==> config.mk <==
export PLATFORM = sky130hd
export DESIGN_NAME = ysyx_22040759_lsu_ctrl
export DESIGN_NICKNAME = d
export VERILOG_FILES = /design/src/rtl/ysyx_22040759_lsu_ctrl.sv
export SDC_FILE = /design/constraint.sdc
export NUM_CORES = 1
export LEC_CHECK = 0
export CORE_ASPECT_RATIO = 0.75
export CORE_MARGIN = 1
export CORE_UTILIZATION = 40
export DETAILED_ROUTE_END_ITERATION = 10
export HOLD_SLACK_MARGIN = 0.12
export PLACE_DENSITY = 0.71
export REMOVE_ABC_BUFFERS = 1
export SYNTH_ARGS = -nofsm -noshare
export SYNTH_HDL_FRONTEND = slang
export SYNTH_SLANG_ARGS = --single-unit
==> constraint.sdc <==
create_clock -name i_clk -period 3.6 [get_ports i_clk]
set_input_delay 1.08 -clock i_clk [delete_from_list [all_inputs] [get_ports i_clk]]
set_output_delay 1.08 -clock i_clk [all_outputs]
set_load 0.005 [all_outputs]
Fig. 1: PDN straps and rails
Pins as bars on the die edge. Tap cells in grey.
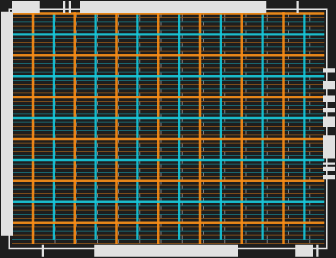
legend:
  VSS:
    colour: orange
  VDD:
    colour: cyan
met1 rails: 56
signal pins: 407
Core Box Area: 0.03035 sq mm
peak supply drop: 0.4859 mV

Fig. 2: cell classes on the final placement
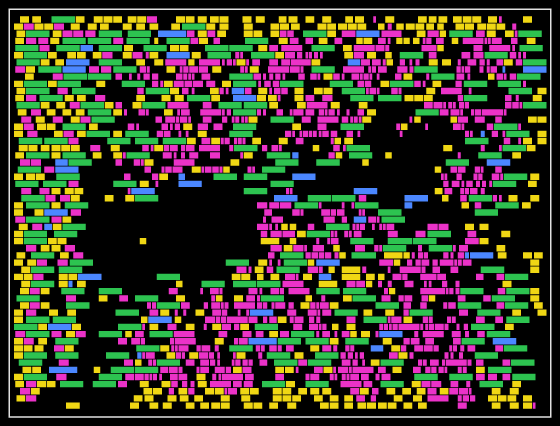
legend:
  clock drivers and dummy loads:
    colour: blue
    cells: 42
  all other logic:
    colour: magenta
    cells: 790
  flip-flops:
    colour: green
    cells: 216
  other buffers and delay cells:
    colour: yellow
    cells: 455
register share of the cell area: 31.20%
# rows: 55

Fig. 3: clock wires, drivers and flops
The bar under the picture is 50 um long.
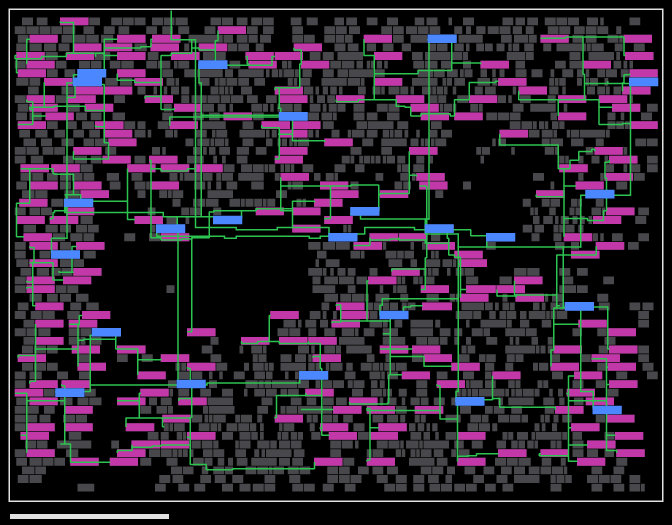
legend:
  clock wires:
    colour: green
    length: 3180 um
  flip-flops:
    colour: magenta
    count: 216
  cells driving clock nets:
    colour: blue
    count: 23
routed clock nets: 24
Clock Power: 2.58 mW
Clock Power Share: 20.7%

==> impl_metrics.csv <==
group,metric,value,unit
clocking,htree_levels,1,
logic_synthesis,top_cells_by_area,"dfrtp_1, mux2_2, mux2i_1",
flow_run,cap_viol_max_count,0,
critical_path,crit_chain,"clkdlybuf4s50_1 > o2111ai_2 > nand4b_1 > buf_4 > nand2b_4 > buf_4",
logic_synthesis,ys_types,60,
clocking,clkSinkCount,216,
logic_synthesis,yosysMostFrequentCell,"dfrtp_1",
global_routing,use_met2,39.37,%
place,placed_area,0.01648,sq mm
sta,fin_crit_sh,98.08,%
logic_synthesis,synthFlopType,"dfrtp_1",
sta,fin_crit,3531,ps
critical_path,path_class,"input pin to output port",
run_status,status,"finished, final reports clean",
finish,nets,1695,
critical_path,critPathTopFamily,"buffers and inverters",
critical_path,cp-end-kind,"output port",
routing,avgViaCountPerCell,5.587,
logic_synthesis,synth_async_sr_flop_share,100.0,%
sta,worst_pin_slew,1163,ps
routing,wl_met1,17140,um
global_routing,grtUsageMet3,6.785,%
clocking,clk_latency,530,ps
routing,wl_per_cell,21.50,um
finish,lay_top_cells,"clkdlybuf4s50_1, dfrtp_1, nand2_1, mux2_2, mux2i_1",
logic_synthesis,synth_stat.cells,1167,
clocking,clk_pin_slew,60,ps
critical_path,reg2reg_depth,9,
place,place_ws,-702.1,ps
routing,routed-wl-met3,3446,um
sta,rsz0062_at_grt,"no",
floorplanning,dieArea,0.03175,sq mm
place,port_buffers,403,
finish,areaGrowthSynthToFinish,39.60,%
logic_synthesis,synthTopCellsByCount,"dfrtp_1, nand2_1, mux2_2",
logic_synthesis,yosys_area,0.01241,sq mm
global_routing,busiest_layer,"met2",
finish,stdcell_count,1904,
sta,max_slew_margin,22.50,%
clocking,cts_inserted_buffers,23,
sta,setup_viol,0,
[power by group]
part / internal, mW / switching, mW
Sequential: 3.34 / 0.665
Combinational: 3.27 / 2.60
Clock: 1.54 / 1.05
[cell families (layout without fill, tap and decap cells)]
kind of cell	after synthesis	count (layout)	share of synthesized area (%)
AOI/OAI and AO/OA	282	282	16.42
xor gates and xnor gates	7	7	0.4939
adders and majority gates	7	7	0.7055
buffers and inverters	188	522	8.214
DFF	216	216	43.54
muxes	212	212	21.30
other	1	5	0.03021
and+or+nand+nor	254	254	9.303
[cell type report]
class | instances | area, sq um
antenna | 2 | 5.005
sequential | 216 | 5408
clock inverter | 11 | 142.6
clock buffer | 31 | 675.6
multi-input combinational | 765 | 6033
inverter | 25 | 93.84
fill | 2611 | 13020
tap | 399 | 499.2
timing repair buffer | 455 | 4473
Power is estimated from default activity; no workload was simulated.
